## config.mk

```make
export PLATFORM = sky130hd
export DESIGN_NAME = digit_serial_adder_flat
export DESIGN_NICKNAME = d
export VERILOG_FILES = /design/src/rtl/digit_serial_adder_if.sv /design/src/rtl/digit_serial_adder.sv /design/src/flat_wrapper.sv
export SDC_FILE = /design/constraint.sdc
export NUM_CORES = 1
export LEC_CHECK = 0
export CORE_MARGIN = 2
export CORE_UTILIZATION = 54
export DETAILED_ROUTE_END_ITERATION = 16
export GPL_ROUTABILITY_DRIVEN = 0
export PLACE_DENSITY = 0.85
export SLEW_MARGIN = 30
export SYNTH_ARGS = -nofsm -noshare
export SYNTH_HDL_FRONTEND = slang
export SYNTH_SLANG_ARGS = --single-unit
export TNS_END_PERCENT = 10
```

## constraint.sdc

```tcl
create_clock -name clk -period 8.9 [get_ports clk]
set_input_delay 1.78 -clock clk [delete_from_list [all_inputs] [get_ports clk]]
set_output_delay 1.78 -clock clk [all_outputs]
set_load 0.05 [all_outputs]
```

## src/rtl/digit_serial_adder_if.sv

```systemverilog
// Operand/result handshake bundle for digit_serial_adder.
// The master modport belongs to the producer/consumer side, and the slave modport belongs to the adder.
interface digit_serial_adder_if #(
    parameter int WIDTH = 16
);
    logic             in_valid;
    logic             in_ready;
    logic [WIDTH-1:0] a;
    logic [WIDTH-1:0] b;
    logic             c_in;
    logic             approx_en;
    logic             out_valid;
    logic             out_ready;
    logic [WIDTH-1:0] sum;
    logic             c_out;

    modport master (
        output in_valid, a, b, c_in, approx_en, out_ready,
        input  in_ready, out_valid, sum, c_out
    );

    modport slave (
        input  in_valid, a, b, c_in, approx_en, out_ready,
        output in_ready, out_valid, sum, c_out
    );
endinterface

```

## src/rtl/digit_serial_adder.sv

```systemverilog
// Multi-cycle adder that adds DIGIT bits per clock, LSB digit first, through one registered carry.
// When approx_en is latched high, the APPROX_LSBS low bits use OR in place of addition and propagate no carry.
module digit_serial_adder #(
    parameter int WIDTH       = 16,
    parameter int DIGIT       = 4,
    parameter int APPROX_LSBS = 4
) (
    input logic                 clk,
    input logic                 rst_n,
    digit_serial_adder_if.slave bus
);
    localparam int N     = WIDTH / DIGIT;
    localparam int CNT_W = (N > 1) ? $clog2(N) : 1;
    localparam logic [CNT_W-1:0] LAST = CNT_W'(N - 1);

    localparam logic [1:0] IDLE = 2'd0;
    localparam logic [1:0] RUN  = 2'd1;
    localparam logic [1:0] DONE = 2'd2;

    logic [1:0]       state;
    logic [CNT_W-1:0] cnt;
    logic             carry;
    logic [WIDTH-1:0] a_r;
    logic [WIDTH-1:0] b_r;
    logic             approx_r;
    logic [WIDTH-1:0] sum_r;
    logic             c_out_r;

    int               base;
    logic [DIGIT-1:0] d_a;
    logic [DIGIT-1:0] d_b;
    logic [DIGIT-1:0] d_sum;
    logic             d_cout;
    logic             c;

    assign bus.in_ready  = rst_n && (state == IDLE);
    assign bus.out_valid = (state == DONE);
    assign bus.sum       = sum_r;
    assign bus.c_out     = c_out_r;

    // Ripple through the current digit. The approx/exact choice is made per bit, so an
    // approximation boundary may fall anywhere inside a digit.
    always_comb begin
        // NOTE: every variable gets a default first so that no path infers a latch.
        base  = int'(cnt) * DIGIT;
        d_a   = a_r[base +: DIGIT];
        d_b   = b_r[base +: DIGIT];
        d_sum = '0;
        c     = carry;
        for (int j = 0; j < DIGIT; j++) begin
            if (approx_r && (base + j < APPROX_LSBS)) begin
                d_sum[j] = d_a[j] | d_b[j];
                c        = 1'b0;
            end else begin
                d_sum[j] = d_a[j] ^ d_b[j] ^ c;
                c        = (d_a[j] & d_b[j]) | (d_a[j] & c) | (d_b[j] & c);
            end
        end
        d_cout = c;
    end

    always_ff @(posedge clk) begin
        // NOTE: sequential state uses non-blocking assignments only. Reset is synchronous,
        // and the operand registers are also cleared so that no stale operand survives an abort.
        if (!rst_n) begin
            state    <= IDLE;
            cnt      <= '0;
            carry    <= 1'b0;
            a_r      <= '0;
            b_r      <= '0;
            approx_r <= 1'b0;
            sum_r    <= '0;
            c_out_r  <= 1'b0;
        end else begin
            case (state)
                IDLE: begin
                    if (bus.in_valid) begin
                        a_r      <= bus.a;
                        b_r      <= bus.b;
                        approx_r <= bus.approx_en;
                        carry    <= bus.c_in;
                        cnt      <= '0;
                        state    <= RUN;
                    end
                end
                RUN: begin
                    sum_r[base +: DIGIT] <= d_sum;
                    carry                <= d_cout;
                    if (cnt == LAST) begin
                        c_out_r <= d_cout;
                        cnt     <= '0;
                        state   <= DONE;
                    end else begin
                        cnt <= cnt + 1'b1;
                    end
                end
                DONE: begin
                    if (bus.out_ready) state <= IDLE;
                end
                default: state <= IDLE;
            endcase
        end
    end
endmodule

```

## src/flat_wrapper.sv

```systemverilog
// flat-port wrapper written by rule: the top's interface ports become plain ports
module digit_serial_adder_flat 
#(
    parameter int WIDTH       = 16,
    parameter int DIGIT       = 4,
    parameter int APPROX_LSBS = 4
)
  (clk, rst_n, bus_in_valid, bus_a, bus_b, bus_c_in, bus_approx_en, bus_out_ready, bus_in_ready, bus_out_valid, bus_sum, bus_c_out);
  digit_serial_adder_if #(.WIDTH(WIDTH)) bus_i ();
  input logic clk;
  input logic rst_n;
  input wire logic [$bits(bus_i.in_valid)-1:0] bus_in_valid;
  input wire logic [$bits(bus_i.a)-1:0] bus_a;
  input wire logic [$bits(bus_i.b)-1:0] bus_b;
  input wire logic [$bits(bus_i.c_in)-1:0] bus_c_in;
  input wire logic [$bits(bus_i.approx_en)-1:0] bus_approx_en;
  input wire logic [$bits(bus_i.out_ready)-1:0] bus_out_ready;
  output wire logic [$bits(bus_i.in_ready)-1:0] bus_in_ready;
  output wire logic [$bits(bus_i.out_valid)-1:0] bus_out_valid;
  output wire logic [$bits(bus_i.sum)-1:0] bus_sum;
  output wire logic [$bits(bus_i.c_out)-1:0] bus_c_out;
  assign bus_i.in_valid = bus_in_valid;
  assign bus_i.a = bus_a;
  assign bus_i.b = bus_b;
  assign bus_i.c_in = bus_c_in;
  assign bus_i.approx_en = bus_approx_en;
  assign bus_i.out_ready = bus_out_ready;
  assign bus_in_ready = bus_i.in_ready;
  assign bus_out_valid = bus_i.out_valid;
  assign bus_sum = bus_i.sum;
  assign bus_c_out = bus_i.c_out;
  digit_serial_adder #(.WIDTH(WIDTH), .DIGIT(DIGIT), .APPROX_LSBS(APPROX_LSBS)) u_core (.clk(clk), .rst_n(rst_n), .bus(bus_i));
endmodule
```

==> run_summary.xml <==
<?xml version="1.0" encoding="UTF-8"?>
<metrics>
  <group name="cells_and_area">
    <metric name="layout.area.seq" unit="sq um">1100</metric>
    <metric name="layout-area-overhead-vs-synth" unit="%">23.8</metric>
    <metric name="nonClkBufAreaFrac" unit="%">18.4</metric>
    <metric name="num-fill-cells" unit="">354</metric>
    <metric name="multi_input_gate_share_of_the_layout_cell_area" unit="%">40.2</metric>
    <metric name="layout.non_clock_inverters" unit="">12</metric>
    <metric name="non_clock_buffer_count" unit="">58</metric>
    <metric name="most-common-layout-cells" unit="">75 x nand2_1, 56 x clkdlybuf4s50_1, 55 x dfxtp_1, 42 x a21oi_1, 11 x inv_1</metric>
    <metric name="finish.net_count" unit="">371</metric>
    <metric name="finish.utilization" unit="%">70.7</metric>
    <metric name="mi_logic_area" unit="sq um">1260</metric>
    <metric name="flip_flop_and_latch_share_of_the_layout_cell_area" unit="%">35.0</metric>
    <metric name="clk_share" unit="%">2.79</metric>
    <metric name="largest_class" unit="">combinational gates</metric>
    <metric name="antennaDiodeCount" unit="">0</metric>
    <metric name="fraction_of_final_layout_cells_with_drive_strength_greater_than_1" unit="%">6.58</metric>
    <metric name="final_cells" unit="">371</metric>
    <metric name="finish.instance_area" unit="sq um">3140</metric>
    <metric name="most_numerous_logic_cell_after_layout" unit="">nand2_1</metric>
    <metric name="logic_gate_count" unit="">187</metric>
  </group>
  <group name="cts">
    <metric name="ctsRootBufferMaster" unit="">clkbuf_8</metric>
    <metric name="postCtsSetupRepairBufs" unit="">0</metric>
    <metric name="cts_max_path_buffers" unit="">2</metric>
    <metric name="cts.sink_count" unit="">55</metric>
    <metric name="cts_tree" unit="">done</metric>
    <metric name="ctsResizeCount" unit="">0</metric>
    <metric name="worstSkewPairLatency" unit="ns">0.31</metric>
    <metric name="tritoncts.num_buffers" unit="">5</metric>
    <metric name="max_h_tree_level" unit="">2</metric>
    <metric name="path_clk_slew" unit="ns">0.09</metric>
    <metric name="hold_buffers" unit="">0</metric>
  </group>
  <group name="worst_setup_path">
    <metric name="critical_path.endpoint" unit="">bus_in_ready</metric>
    <metric name="endpoint_of_the_worst_slack_reg_to_reg_timing_path" unit="">u_core.bus.sum[7]</metric>
    <metric name="worst_path_top_cell_family_by_delay" unit="">buffers and inverters</metric>
    <metric name="rrSetupSlack" unit="ns">5.00</metric>
    <metric name="critical_path.most_common_cell" unit="">clkdlybuf4s50_1</metric>
    <metric name="crit_arrival" unit="ns">3.59</metric>
    <metric name="critical_path_buffers_and_inverters" unit="">2</metric>
    <metric name="timing_worst_setup_path_type" unit="">in2out</metric>
    <metric name="critical_path_peak_fanout" unit="">13</metric>
    <metric name="end_kind" unit="">primary output</metric>
    <metric name="r2r-start" unit="">u_core.cnt[0]</metric>
    <metric name="crit_path_cell_chain" unit="">clkdlybuf4s50_1 &gt; nand2b_1 &gt; nor2_1 &gt; clkdlybuf4s50_1</metric>
    <metric name="timing.critical_path.depth" unit="">4</metric>
    <metric name="critical-path-max-stage-delay" unit="ns">0.80</metric>
    <metric name="worstSetupStartpoint" unit="">rst_n</metric>
    <metric name="number_of_cells_on_the_worst_reg_to_reg_path" unit="">11</metric>
    <metric name="timing.critical_path.from_type" unit="">input port</metric>
    <metric name="timing.critical_path.slowest_stage_cell" unit="">clkdlybuf4s50_1</metric>
  </group>
  <group name="floorplanning">
    <metric name="count_of_standard_cell_rows" unit="">24</metric>
    <metric name="io-pin-count" unit="">57</metric>
    <metric name="initCoreUtil" unit="%">57.1</metric>
    <metric name="chipWidth" unit="um">72.6</metric>
    <metric name="core_region_area" unit="sq um">4440</metric>
    <metric name="chip_area" unit="sq um">5270</metric>
    <metric name="tap_cell_count" unit="">52</metric>
    <metric name="die_h" unit="um">72.6</metric>
  </group>
  <group name="power_and_ir_drop">
    <metric name="peak_ir_drop_on_the_vdd_network" unit="mV">0.0915</metric>
    <metric name="power.leakage" unit="uW">0.00116</metric>
    <metric name="combinationalPower" unit="uW">80.6</metric>
    <metric name="powerDensity" unit="nW/um^2">153</metric>
    <metric name="finalPower" unit="uW">482</metric>
    <metric name="sw_frac_of_total" unit="%">26.1</metric>
    <metric name="p_seq" unit="uW">266</metric>
    <metric name="power.clock.fraction" unit="%">28.1</metric>
    <metric name="cell_internal_pwr" unit="uW">356</metric>
    <metric name="seq_power_share" unit="%">55.2</metric>
    <metric name="power_frac_comb" unit="%">16.7</metric>
    <metric name="power.net_switching" unit="uW">126</metric>
  </group>
  <group name="synth">
    <metric name="adder_share" unit="%">8.08</metric>
    <metric name="syn-num-nets" unit="">322</metric>
    <metric name="post_synth_most_frequent_cells" unit="">75 x nand2_1, 55 x dfxtp_1, 42 x a21oi_1, 11 x inv_1, 10 x ha_1</metric>
    <metric name="area_leaders" unit="">dfxtp_1 43%, nand2_1 11%, a21oi_1 8.3%</metric>
    <metric name="synth.cellmix.xorXnorShare" unit="%">0</metric>
    <metric name="share_of_synthesized_area_occupied_by_flip_flops_and_latches" unit="%">43.4</metric>
    <metric name="largest_area_cell" unit="">dfxtp_1</metric>
    <metric name="synth.ff_latch_count" unit="">55</metric>
    <metric name="synth.comb.largest_family" unit="">simple AND/OR/NAND/NOR gates</metric>
    <metric name="yosysMostFrequentCell" unit="">nand2_1</metric>
    <metric name="syn-instance-count" unit="">270</metric>
    <metric name="share_of_synthesized_cell_area_in_and_or_nand_and_nor_gates" unit="%">18.6</metric>
    <metric name="post_synth_instance_area" unit="sq um">2540</metric>
    <metric name="post_synth_ao_oa_area_fraction" unit="%">14.4</metric>
    <metric name="ff_type" unit="">dfxtp_1</metric>
    <metric name="synth.distinct_cells" unit="">33</metric>
    <metric name="synth-edff-count" unit="">0</metric>
    <metric name="yosys_warnings" unit="">0</metric>
    <metric name="postSynth.asyncResetShare" unit="%">0</metric>
    <metric name="syn_avg_cell_area" unit="sq um">9.40</metric>
    <metric name="synthMuxAreaShare" unit="%">8.67</metric>
    <metric name="yosysCellCount" unit="">270</metric>
    <metric name="yosys.area.top_type_share" unit="%">43.4</metric>
  </group>
  <group name="sta">
    <metric name="finalHoldViolations" unit="">0</metric>
    <metric name="min_period_over_period" unit="%">60.3</metric>
    <metric name="fin_tns_setup" unit="ns">0</metric>
    <metric name="slew_headroom" unit="%">44.8</metric>
    <metric name="final.setup_skew" unit="ns">0.00485</metric>
    <metric name="timing_max_transition_violations_final" unit="">0</metric>
    <metric name="final.min_clock_period" unit="ns">5.37</metric>
    <metric name="achievable-frequency" unit="MHz">186</metric>
    <metric name="unrepaired_setup_endpoints_after_global_routing" unit="">false</metric>
    <metric name="setup-violations-final" unit="">0</metric>
    <metric name="fin_worst_hold_slack" unit="ns">0.458</metric>
    <metric name="finalWorstSetupSlack" unit="ns">3.53</metric>
  </group>
  <group name="routing">
    <metric name="routed-via-count" unit="">2046</metric>
    <metric name="drc_errors_left" unit="">0</metric>
    <metric name="route.antenna.remaining_nets" unit="">0</metric>
    <metric name="vias_per_cell" unit="">5.51</metric>
    <metric name="drt_pass1_iterations" unit="">4</metric>
    <metric name="wl_met1" unit="mm">2.21</metric>
    <metric name="maxUsedRoutingLayer" unit="">met4</metric>
    <metric name="wl" unit="mm">5.18</metric>
    <metric name="route.met3.wl" unit="um">226</metric>
    <metric name="drt-wirelength-per-cell" unit="um">14.0</metric>
    <metric name="wl_met2" unit="mm">2.67</metric>
    <metric name="drt_iter0_drc" unit="">144</metric>
  </group>
  <group name="run_status">
    <metric name="run_status" unit="">complete, no violations</metric>
  </group>
  <group name="worst_hold_path">
    <metric name="min_delay_worst_endpoint" unit="">u_core.b_r[7]</metric>
    <metric name="timing.hold.worst.class" unit="">reg2reg</metric>
    <metric name="min_from" unit="">u_core.b_r[7]</metric>
    <metric name="min_path_cells" unit="">2</metric>
  </group>
  <group name="grt">
    <metric name="grt-busiest-layer" unit="">met2</metric>
    <metric name="wire_length_of_the_first_global_routing_pass" unit="mm">8.68</metric>
    <metric name="grt_max_degree" unit="">37</metric>
    <metric name="globalRouteMet2Util" unit="%">39.3</metric>
    <metric name="vias_in_the_first_global_route" unit="">2028</metric>
    <metric name="met3_usage" unit="%">5.14</metric>
    <metric name="grt_overflow" unit="">0</metric>
    <metric name="antenna_found_initial" unit="">0</metric>
    <metric name="globalRouteMet1Util" unit="%">23.5</metric>
    <metric name="grt.total_usage" unit="%">21.2</metric>
  </group>
  <group name="placed_design">
    <metric name="detailedPlace.worstSlack" unit="ns">3.55</metric>
    <metric name="instance_area_at_placement" unit="sq um">3050</metric>
    <metric name="placed_cells_incl_taps" unit="">364</metric>
    <metric name="port_bufs" unit="">56</metric>
    <metric name="hpwl_dp" unit="mm">3.82</metric>
  </group>
  <group name="job">
    <metric name="log.warning_count" unit="">35</metric>
    <metric name="cap_violations" unit="">0</metric>
  </group>
</metrics>
**Cell area per tile**

(4 px per um) The die is cut into 7 by 7 equal tiles; black is low, pale yellow is high, 0 to 100% covered.
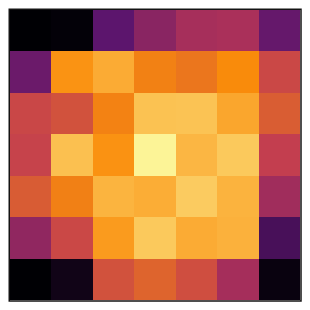
The fullest tile reaches 98%. 37% of the tiles are over 75% full. The mean over all tiles is 58%.

**Clock nets**

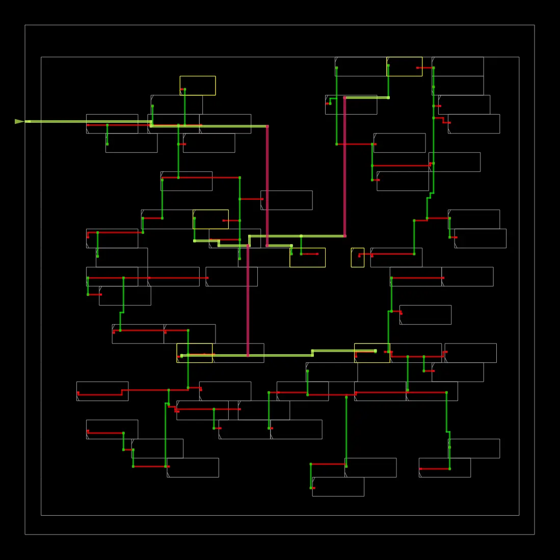
clock group total power: 135 uW
clk_buf instances: 6
final sequential cell count: 55

**Clock wires, drivers and flops**

(8 px per um)
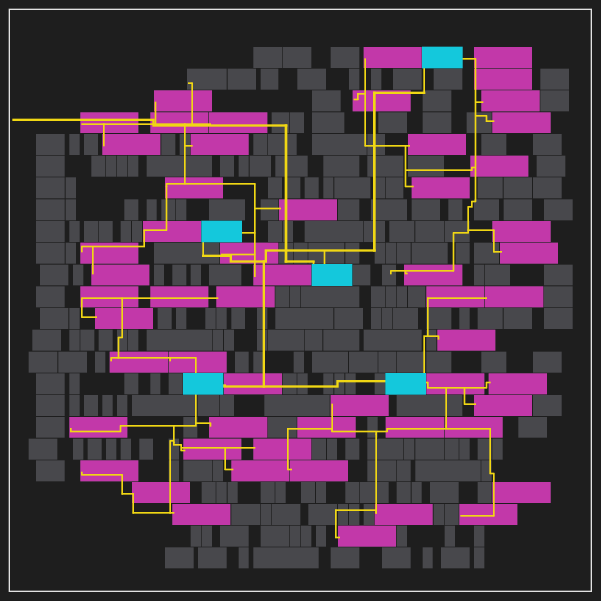
Key: magenta = flip-flops [count 55]; cyan = cells driving clock nets [count 5]; yellow = clock wires [length 565 um]
Position of the flops: all over the die. There are 6 routed clock nets.

**A small window of the routed layout**

Window x 24 to 49, y 24 to 49 um. Cells in grey, sequential cells in the stronger grey; small squares are vias.
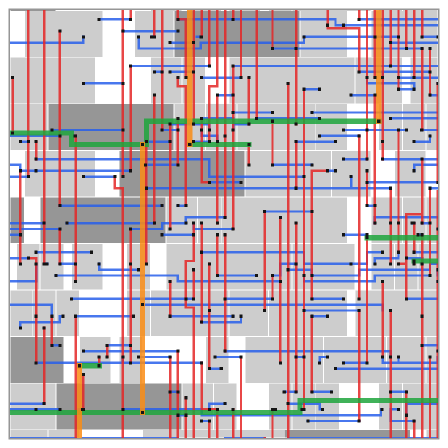
Key: red = met2; orange = met4; green = met3; blue = met1
Sequential cells in the window: 5. 59 logic cells have their middle in the window. Netlist names of flops here include u_core.cnt (2). Most frequent: nand2_1 (11), inv_1 (8), a21oi_1 (7).

**Placed cells, one colour a class**

(4 px per um) Fill, decap, tap and diode cells in grey.
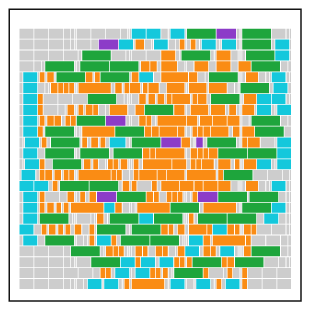
Key: green = flip-flops [cells 55, share of their area 36%]; orange = all other logic [cells 199, share of their area 43%]; cyan = other buffers and delay cells [cells 58, share of their area 19%]; purple = clock drivers and dummy loads [cells 7, share of their area 2.8%]

Power is estimated from default activity; no workload was simulated.
